Figure 1. The metal 1 layer (run 1).
The bar under the picture is 100 um long. Supply wires on this layer in gray.
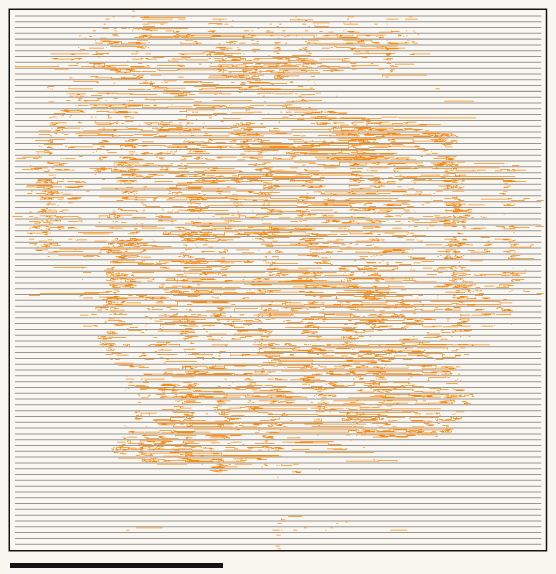
Figure 2. The metal 2 layer (run 1).
The bar under the picture is 100 um long.
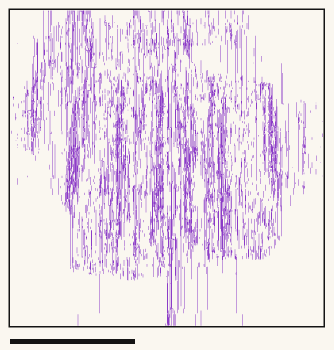
Figure 3. The metal 3 layer (run 1).
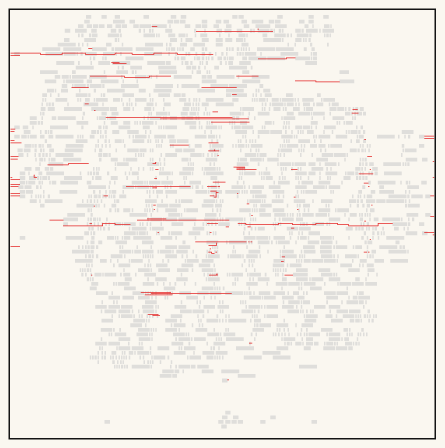
Figure 4. Metal 4 (run 1).
The bar under the picture is 100 um long. Supply wires on this layer in gray.
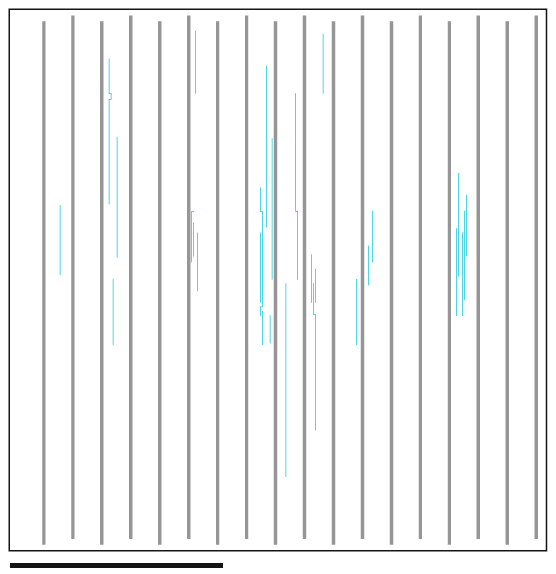
`src/rtl/inverse_butterfly_unit.sv`:
```
// Pipelined radix-2 inverse butterfly: recovers a=(y1+y2)/2 and
// b=((y1-y2)/2)*conj(w) from a forward-butterfly output pair.
// Three register stages share a single advance enable driven by output back-pressure.
// A sticky flag records any lost significant bits in the wrapped outputs.
module inverse_butterfly_unit #(
  parameter int WIDTH = 16,
  parameter int FRAC  = 6
) (
  input  logic             clk,
  input  logic             rst_n,
  input  logic             in_valid,
  output logic             in_ready,
  input  logic [WIDTH-1:0] y1,
  input  logic [WIDTH-1:0] y2,
  input  logic [WIDTH-1:0] twiddle,
  output logic             out_valid,
  input  logic             out_ready,
  output logic [WIDTH-1:0] x1,
  output logic [WIDTH-1:0] x2,
  input  logic             ovf_clr,
  output logic             ovf
);

  localparam int H  = WIDTH / 2;
  localparam int PW = 2 * H + 2;

  // Floor division of a product by 2**(FRAC+1): twiddle scale plus the /2.
  function automatic logic signed [PW-1:0] floor_shr(input logic signed [PW-1:0] v);
    return v >>> (FRAC + 1);
  endfunction

  // True when v survives truncation to H signed bits unchanged.
  function automatic logic fits_h(input logic signed [PW-1:0] v);
    logic signed [PW-1:0] t;
    t = {{(PW-H){v[H-1]}}, v[H-1:0]};
    return t == v;
  endfunction

  logic adv;
  logic vld_p0, vld_p1, vld_p2;

  assign adv       = !vld_p2 || out_ready;
  assign in_ready  = adv;
  assign out_valid = vld_p2;

  logic signed [H:0] y1_re, y1_im, y2_re, y2_im;

  assign y1_re = {y1[WIDTH-1], y1[WIDTH-1:H]};
  assign y1_im = {y1[H-1], y1[H-1:0]};
  assign y2_re = {y2[WIDTH-1], y2[WIDTH-1:H]};
  assign y2_im = {y2[H-1], y2[H-1:0]};

  // Valid bits march with the data; reset flushes everything in flight.
  always_ff @(posedge clk) begin
    if (!rst_n) begin
      vld_p0 <= 1'b0;
      vld_p1 <= 1'b0;
      vld_p2 <= 1'b0;
    end else if (adv) begin
      vld_p0 <= in_valid;
      vld_p1 <= vld_p0;
      vld_p2 <= vld_p1;
    end
  end

  // ---- Stage 1: sum/difference, twiddle registered alongside ----
  logic signed [H:0]  s_re_p0, s_im_p0, d_re_p0, d_im_p0;
  logic [WIDTH-1:0]   w_p0;

  // Stage 1 data registers (no reset: qualified by vld_p0).
  always_ff @(posedge clk) begin
    if (adv) begin
      s_re_p0 <= y1_re + y2_re;
      s_im_p0 <= y1_im + y2_im;
      d_re_p0 <= y1_re - y2_re;
      d_im_p0 <= y1_im - y2_im;
      w_p0    <= twiddle;
    end
  end

  // ---- Stage 2: halve the sum, multiply difference by conj(w) ----
  logic signed [PW-1:0] d_re_x, d_im_x, w_re_x, w_im_x, p_re_c, p_im_c;

  assign d_re_x = {{(PW-H-1){d_re_p0[H]}}, d_re_p0};
  assign d_im_x = {{(PW-H-1){d_im_p0[H]}}, d_im_p0};
  assign w_re_x = {{(PW-H){w_p0[WIDTH-1]}}, w_p0[WIDTH-1:H]};
  assign w_im_x = {{(PW-H){w_p0[H-1]}}, w_p0[H-1:0]};
  assign p_re_c = d_re_x * w_re_x + d_im_x * w_im_x;
  assign p_im_c = d_im_x * w_re_x - d_re_x * w_im_x;

  logic signed [H:0]    a_re_p1, a_im_p1;
  logic signed [PW-1:0] p_re_p1, p_im_p1;

  // Stage 2 data registers (no reset: qualified by vld_p1).
  always_ff @(posedge clk) begin
    if (adv) begin
      a_re_p1 <= s_re_p0 >>> 1;
      a_im_p1 <= s_im_p0 >>> 1;
      p_re_p1 <= p_re_c;
      p_im_p1 <= p_im_c;
    end
  end

  // ---- Stage 3: rescale product, wrap to H bits, detect lost bits ----
  logic signed [PW-1:0] b_re_c, b_im_c, a_re_x, a_im_x;
  logic                 ovf_hit;

  assign b_re_c  = floor_shr(p_re_p1);
  assign b_im_c  = floor_shr(p_im_p1);
  assign a_re_x  = {{(PW-H-1){a_re_p1[H]}}, a_re_p1};
  assign a_im_x  = {{(PW-H-1){a_im_p1[H]}}, a_im_p1};
  assign ovf_hit = !fits_h(a_re_x) || !fits_h(a_im_x) ||
                   !fits_h(b_re_c) || !fits_h(b_im_c);

  // Output registers load only with valid data so they hold across bubbles.
  always_ff @(posedge clk) begin
    if (!rst_n) begin
      x1 <= '0;
      x2 <= '0;
    end else if (adv && vld_p1) begin
      x1 <= {a_re_p1[H-1:0], a_im_p1[H-1:0]};
      x2 <= {b_re_c[H-1:0], b_im_c[H-1:0]};
    end
  end

  // Sticky overflow; a new overflow wins over a simultaneous clear.
  always_ff @(posedge clk) begin
    if (!rst_n) begin
      ovf <= 1'b0;
    end else if (adv && vld_p1 && ovf_hit) begin
      ovf <= 1'b1;
    end else if (ovf_clr) begin
      ovf <= 1'b0;
    end
  end

endmodule

```
`config.mk`:
```
export PLATFORM = sky130hd
export DESIGN_NAME = inverse_butterfly_unit
export DESIGN_NICKNAME = d
export VERILOG_FILES = /design/src/rtl/inverse_butterfly_unit.sv
export SDC_FILE = /design/constraint.sdc
export NUM_CORES = 1
export LEC_CHECK = 0
export ABC_AREA = 1
export CORE_AREA = 2 2 249 251
export DETAILED_ROUTE_END_ITERATION = 8
export DIE_AREA = 0 0 251 253
export PLACE_DENSITY = 0.47
export SLEW_MARGIN = 10
export SYNTH_ARGS = -nofsm -noshare
export SYNTH_HDL_FRONTEND = slang
export SYNTH_SLANG_ARGS = --single-unit
```
`constraint.sdc`:
```
create_clock -name clk -period 7.1 [get_ports clk]
set_clock_uncertainty 0.05 [all_clocks]
set_input_delay 1.42 -clock clk [delete_from_list [all_inputs] [get_ports clk]]
set_output_delay 1.42 -clock clk [all_outputs]
set_load 0.05 [all_outputs]
```
==> impl_metrics.ini, run 1 <==
; generated from flow reports
[place]
dp_hpwl_mm = 34.3
gp_congestion = 0.819
pre_cts_slack_ns = 0.875
dpl.cell_count = 2824

[yosys]
yosys_area_um2 = 17400
synth_seq_share = 0.193
synth_top_cell_by_area = fa_1
simple_gate_area_frac = 0.139
mux_share = 0
ff_type = edfxtp_1
ys_async_sr_fraction = 0
synth.comb.largest_family = adder cells
fa_ha_area_frac = 0.457
syn-instance-count = 2015
syn-mean-instance-area_um2 = 8.65

[min_path]
min_path_cells = 0
holdCritStartpoint = s_re_p0[2]
hold_path_end = a_re_p1[1]

[worst_setup_path]
r2r_start = w_p0[0]
cp_data_required_time_ns = 7.28
worst-path-buf-inv = 3
cp_max_fo = 17
cp-startpoint = w_p0[0]
worst-setup-path-type = flip-flop to flip-flop
path_cells = nand2_1 > inv_1 > fa_1 > fa_1 > fa_1 > fa_1 > fa_1 > inv_1 > fa_1 > inv_1 > ha_1 > nand2_1 > o21ai_0 > nand2_1 > nand3_1 > a21oi_1 > nand3_1 > nand2_1
reg2reg_depth = 18
start_kind = flip-flop
r2r_end = p_re_p1[17]
critical_path_depth = 18
endpoint_kind = flip-flop
cp_data_arrival_time_ns = 6.44

[clock_network]
root_buffer = clkbuf_16
postCtsHoldBufs = 0
cts_setup_buffers = 0
h-tree-depth = 4

[final_layout]
antenna_cells = 0
final_cell_mix = inv_1 (568), nand2_1 (395), fa_1 (309), ha_1 (142), nor2_1 (136)
n_all_inverters = 576
largestRegisters = w_p0 (16), x1 (16), x2 (16)
logic_area_um2 = 11600
seq_share = 0.171
largestClassByArea = combinational gates
seq_area_um2 = 3360
final_cells = 2856
buf_share = 0.0470
area_growth_syn_to_layout_pct = 12.7
drive_above_1_share = 0.0373
final_nets = 2557
nClkBuffers = 17

[final_timing]
rsz0062_at_grt = no
fin_hold_ws_ns = 0.367
period_needed_ns = 6.26
slew_headroom = 0.272
tns_ns = 0
setup_ws_ns = 0.840
hold_viol = 0

[grt]
grt_pass1_vias = 13300
overflow = 0
grt.total_usage = 0.144
top_usage_layer = met2
grt_max_degree = 50
antenna_found_initial = 0

[outcome]
status = completed

[detailed_routing]
dr_wl_met2_mm = 22.1
met3_length_mm = 1.12
viasPerCell = 4.24
drc = 0
wl_per_cell_um = 15.0
top_layer = met4

[die]
die_h_um = 253
die_x_um = 251
floorplan.core_util = 0.286
Notes on Figure 1 above:
nets with wire on the layer: 2417
wire length on this layer: 18400 um
Via Count: 12100
DRT Wirelength: 42.7 mm
grt met1 use: 0.173

Notes on Figure 2 above:
wire length on this layer: 22.1 mm
main direction: vertical
longest straight run: 126 um
share of all routed wire: 52%
nets with wire on the layer: 2018
met2 Track Usage GR: 0.259

Notes on Figure 3 above:
share of all routed wire: 2.6%
nets with wire on the layer: 64
main direction: horizontal
routing usage on met3: 0.0236

Notes on Figure 4 above:
nets with wire on the layer: 21
wire length on this layer: 1140 um

Figure 5. Congestion heat map (run 1).
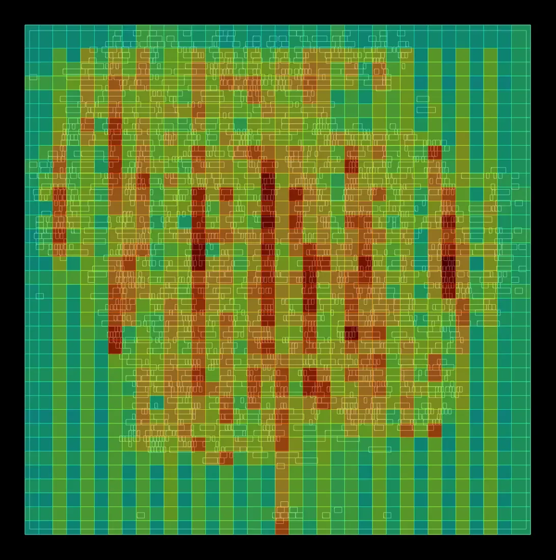

==> run 1 -> run 2 <==
- CORE_AREA: 2 2 249 251 -> 5 5 252 254
- DIE_AREA: 0 0 251 253 -> 0 0 257 259
- MAX_ROUTING_LAYER: unset -> met4
Figure 6. Congestion heat map (run 2).
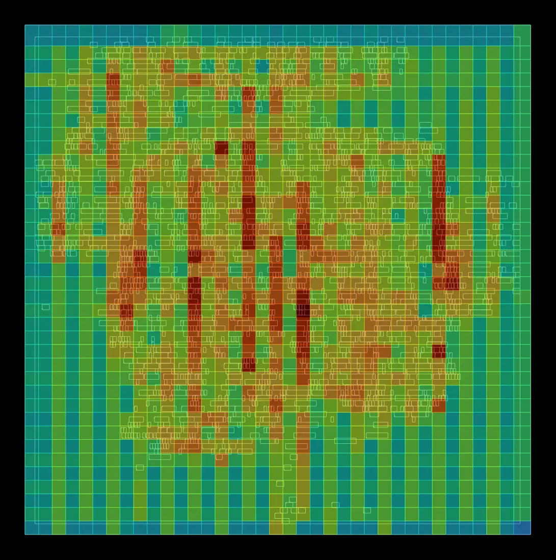
GRT Overall Usage: 0.138
grt met1 use: 0.163
WL per Instance: 15.0 um

==> run 2 against run 1 <==
Net effect: die area up 4.8%; global-route usage down 0.55 points; wire length up 0.18%; highest routed layer unchanged; cell count about the same; critical path type unchanged; register-to-register slack better by 0.11 ns; first-iteration DRC count up 21%; critical endpoint unchanged.
==> impl_metrics.ini, run 2 <==
; generated from flow reports
[yosys]
synth.most_common_cell = inv_1
syn-instance-count = 2015
mux_share = 0
simple_gate_area_frac = 0.139
synth.comb.largest_family = adder cells
synth_seq_share = 0.193
syn-num-nets = 2519
fa_ha_area_frac = 0.457
ys_async_sr_fraction = 0
ys_ff = 124
ff_type = edfxtp_1
syn-mean-instance-area_um2 = 8.65
ys_warn_count = 0
yosys_area_um2 = 17400
ys_types = 40
synth_top_cell_by_area = fa_1

[final_layout]
nClkBuffers = 18
seq_area_um2 = 3360
layout_top_cell = inv_1
fill_cells = 6376
buf_share = 0.0477
sh_comb_area = 0.591
logic_area_um2 = 11600
seq_share = 0.171
final_nets = 2559
area_growth_syn_to_layout_pct = 12.8
largestClassByArea = combinational gates
largestRegisters = w_p0 (16), x1 (16), x2 (16)
seq_cells = 124
final_area_um2 = 19700
antenna_cells = 0
final_cells = 2858
n_all_inverters = 576
fin_util = 0.322
drive_above_1_share = 0.0382
final_cell_mix = inv_1 (568), nand2_1 (395), fa_1 (309), ha_1 (142), nor2_1 (136)

[detailed_routing]
drc = 0
vias = 12100
dr_wl_met2_mm = 22.2
drt-initial-drc-count = 594
top_layer = met4
met3_length_um = 945
viasPerCell = 4.24
wl_met1_mm = 18.6

[die]
core_area_um2 = 61000
die_h_um = 259
tapCellCount = 790
floorplan.core_util = 0.286
die_x_um = 257

[worst_setup_path]
worst-path-buf-inv = 3
cp_max_fo = 17
r2r_end = p_re_p1[17]
worst-setup-path-type = flip-flop to flip-flop
start_kind = flip-flop
r2r_start = w_p0[0]
cp_data_required_time_ns = 7.29
endpoint_kind = flip-flop
critical_path_depth = 18
crit_path_end = p_re_p1[17]
path_delay_family = adder cells
crit_top_cell = fa_1
rrSetupSlack_ns = 0.95
cp_data_arrival_time_ns = 6.34
cp_slowest_stage_delay_ns = 0.82
reg2reg_depth = 18
path_cells = nand2_1 > inv_1 > fa_1 > fa_1 > fa_1 > fa_1 > fa_1 > inv_1 > fa_1 > inv_1 > ha_1 > nand2_1 > o21ai_0 > nand2_1 > nand3_1 > a21oi_1 > nand3_1 > nand2_1
cp-startpoint = w_p0[0]

[clock_network]
post_cts_resized = 0
cts_buffers = 17
cts_buffer_depth = 2
h-tree-depth = 4
cts_setup_buffers = 0
clock_sinks = 124
postCtsHoldBufs = 0
root_buffer = clkbuf_16

[place]
dpl.cell_count = 2826
dp_hpwl_mm = 34.9
gp_congestion = 0.826
pre_cts_slack_ns = 0.923
port_buffers = 87

[flow_run]
drv_cap = 0
tool_warnings = 43

[final_timing]
fin_hold_ws_ns = 0.367
rsz0062_at_grt = no
tightest_slew_ns = 1.16
slew_headroom = 0.218
tns_ns = 0
period_needed_ns = 6.15
hold_viol = 0
setup_ws_ns = 0.951

[grt]
grt_max_degree = 52
top_usage_layer = met2
grt_use_met2 = 0.243
antenna_found_initial = 0
grt_pass1_vias = 13500
overflow = 0

[outcome]
status = completed

[min_path]
hold_path_end = a_im_p1[1]
min_path_cells = 0
holdCritStartpoint = s_im_p0[2]
Figure 7. The metal 3 layer (run 2).
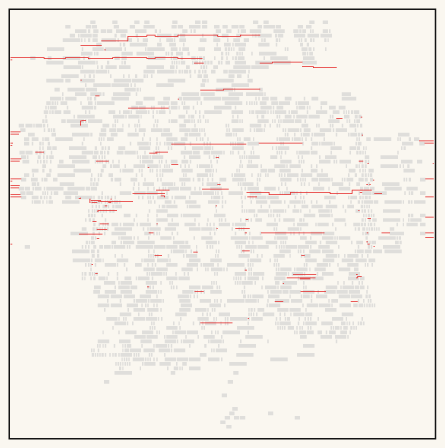
nets with wire on the layer: 68
longest straight run: 45.1 um
wire length on this layer: 946 um
share of all routed wire: 2.2%
main direction: horizontal
DRT Wirelength: 42.8 mm
routing usage on met3: 0.0197

==> run 2 -> run 3 <==
--- a/constraint.sdc
+++ b/constraint.sdc
@@ -3,3 +3,3 @@
 set_input_delay 1.42 -clock clk [delete_from_list [all_inputs] [get_ports clk]]
 set_output_delay 1.42 -clock clk [all_outputs]
-set_load 0.05 [all_outputs]
+set_load 0.01 [all_outputs]
Figure 8. The metal 2 layer (run 3).
The bar under the picture is 100 um long.
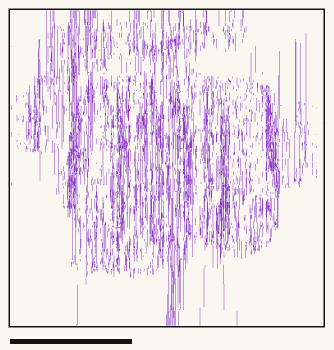
nets with wire on the layer: 2015
wire length on this layer: 22.2 mm
met2 Track Usage GR: 0.243

Figure 9. Metal 4 (run 3).
The bar under the picture is 100 um long. Supply wires on this layer in gray.
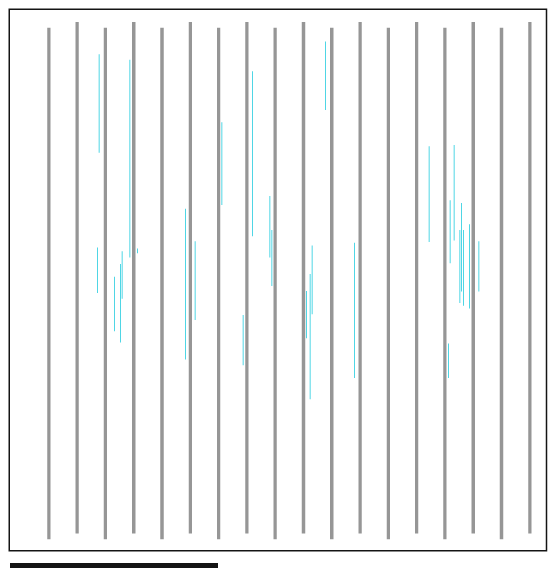
wire length on this layer: 1080 um
longest straight run: 94.5 um
main direction: vertical
nets with wire on the layer: 23
share of all routed wire: 2.5%

==> run 3 against run 2 <==
Net effect: critical path depth is the same; utilization is the same; fmax is the same; global-route usage is the same; synthesized cell count is the same; hold slack is the same; sequential share of layout area is the same; first-iteration DRC count is the same; register-to-register slack is essentially flat.
==> impl_metrics.ini, run 3 <==
; generated from flow reports
[detailed_routing]
ant_nets = 0
vias = 12100
dr_wl_met2_mm = 22.2
drt-initial-drc-count = 594
routed_wl_mm = 42.8
top_layer = met4
viasPerCell = 4.24
wl_met1_mm = 18.6
met3_length_um = 945
drc = 0
wl_per_cell_um = 15.0
drt_pass1_iterations = 5

[yosys]
yosysTopAreaCellShare = 0.355
synthTopCellsByArea = fa_1 (35%), edfxtp_1 (15%), inv_1 (12%)
ys_warn_count = 0
fa_ha_area_frac = 0.457
yosys_area_um2 = 17400
syn-mean-instance-area_um2 = 8.65
compound_area_frac = 0.0416
synth-edff-count = 88
synthesis.area_um2 = 17400
xor_area_frac = 0.0289
mux_share = 0
syn-num-nets = 2519
synth.comb.largest_family = adder cells
syn-instance-count = 2015
ys_async_sr_fraction = 0
simple_gate_area_frac = 0.139
synth_top_cell_by_area = fa_1
ff_type = edfxtp_1
ys_cells = 2015
synth.most_common_cell = inv_1
ys_ff = 124
synth_seq_share = 0.193
ys_types = 40

[clock_network]
cts_buffer_depth = 2
root_buffer = clkbuf_16
clk_pin_slew_ns = 0.07
insertion_delay_ns = 0.48
postCtsHoldBufs = 0
post_cts_resized = 0
cts_setup_buffers = 0
cts_buffers = 17
cts_tree = built
clock_sinks = 124
h-tree-depth = 4

[die]
tapCellCount = 790
die_h_um = 259
floorplan.core_util = 0.286
pin_count = 88
dieArea_um2 = 66600
core_area_um2 = 61000
die_x_um = 257

[grt]
use_met1 = 0.163
grt_first_pass_wirelength_mm = 70.4
grt_pass1_vias = 13500
antenna_found_initial = 0
grt_max_degree = 52
overflow = 0
top_usage_layer = met2
use_met3 = 0.0197
grt.total_usage = 0.138

[final_layout]
seq_area_um2 = 3360
seq_share = 0.171
final_cell_mix = inv_1 (568), nand2_1 (395), fa_1 (309), ha_1 (142), nor2_1 (136)
drive_above_1_share = 0.0382
n_all_buffers = 96
sh_comb_area = 0.591
fin_util = 0.322
final_nets = 2559
comb_cells = 1240
layout_top_cell = inv_1
logic_area_um2 = 11600
largestRegisters = w_p0 (16), x1 (16), x2 (16)
final-clk-cell-share = 0.0300
final_cells = 2858
fill_cells = 6376
antenna_cells = 0
largestClassByArea = combinational gates
area_growth_syn_to_layout_pct = 12.8
buf_share = 0.0477
nClkBuffers = 18
n_all_inverters = 576
seq_cells = 124
final_area_um2 = 19700

[final_timing]
setup_ws_ns = 0.951
hold_viol = 0
tightest_slew_ns = 1.16
period_needed_ns = 6.15
tns_ns = 0
fin_hold_ws_ns = 0.367
rsz0062_at_grt = no
setup_viol = 0
max_freq_mhz = 163
slew_headroom = 0.218

[worst_setup_path]
endpoint_kind = flip-flop
path_cells = nand2_1 > inv_1 > fa_1 > fa_1 > fa_1 > fa_1 > fa_1 > inv_1 > fa_1 > inv_1 > ha_1 > nand2_1 > o21ai_0 > nand2_1 > nand3_1 > a21oi_1 > nand3_1 > nand2_1
worst-setup-path-type = flip-flop to flip-flop
r2r_end = p_re_p1[17]
cp_max_fo = 17
crit_top_cell = fa_1
path_delay_family = adder cells
cp_data_arrival_time_ns = 6.34
rrSetupSlack_ns = 0.95
crit_path_end = p_re_p1[17]
worst-path-buf-inv = 3
critical_path_depth = 18
slowest_stage = edfxtp_1
cp_slowest_stage_delay_ns = 0.82
r2r_start = w_p0[0]
cp-startpoint = w_p0[0]
reg2reg_depth = 18
start_kind = flip-flop
cp_data_required_time_ns = 7.29

[outcome]
status = completed

[place]
port_buffers = 87
place_area_um2 = 19100
dp_hpwl_mm = 34.9
pre_cts_slack_ns = 0.923
dpl.cell_count = 2826
gp_congestion = 0.826

[min_path]
holdCritStartpoint = s_im_p0[2]
min_path_cells = 0
hold_path_end = a_im_p1[1]

[flow_run]
drv_cap = 0
tool_warnings = 43
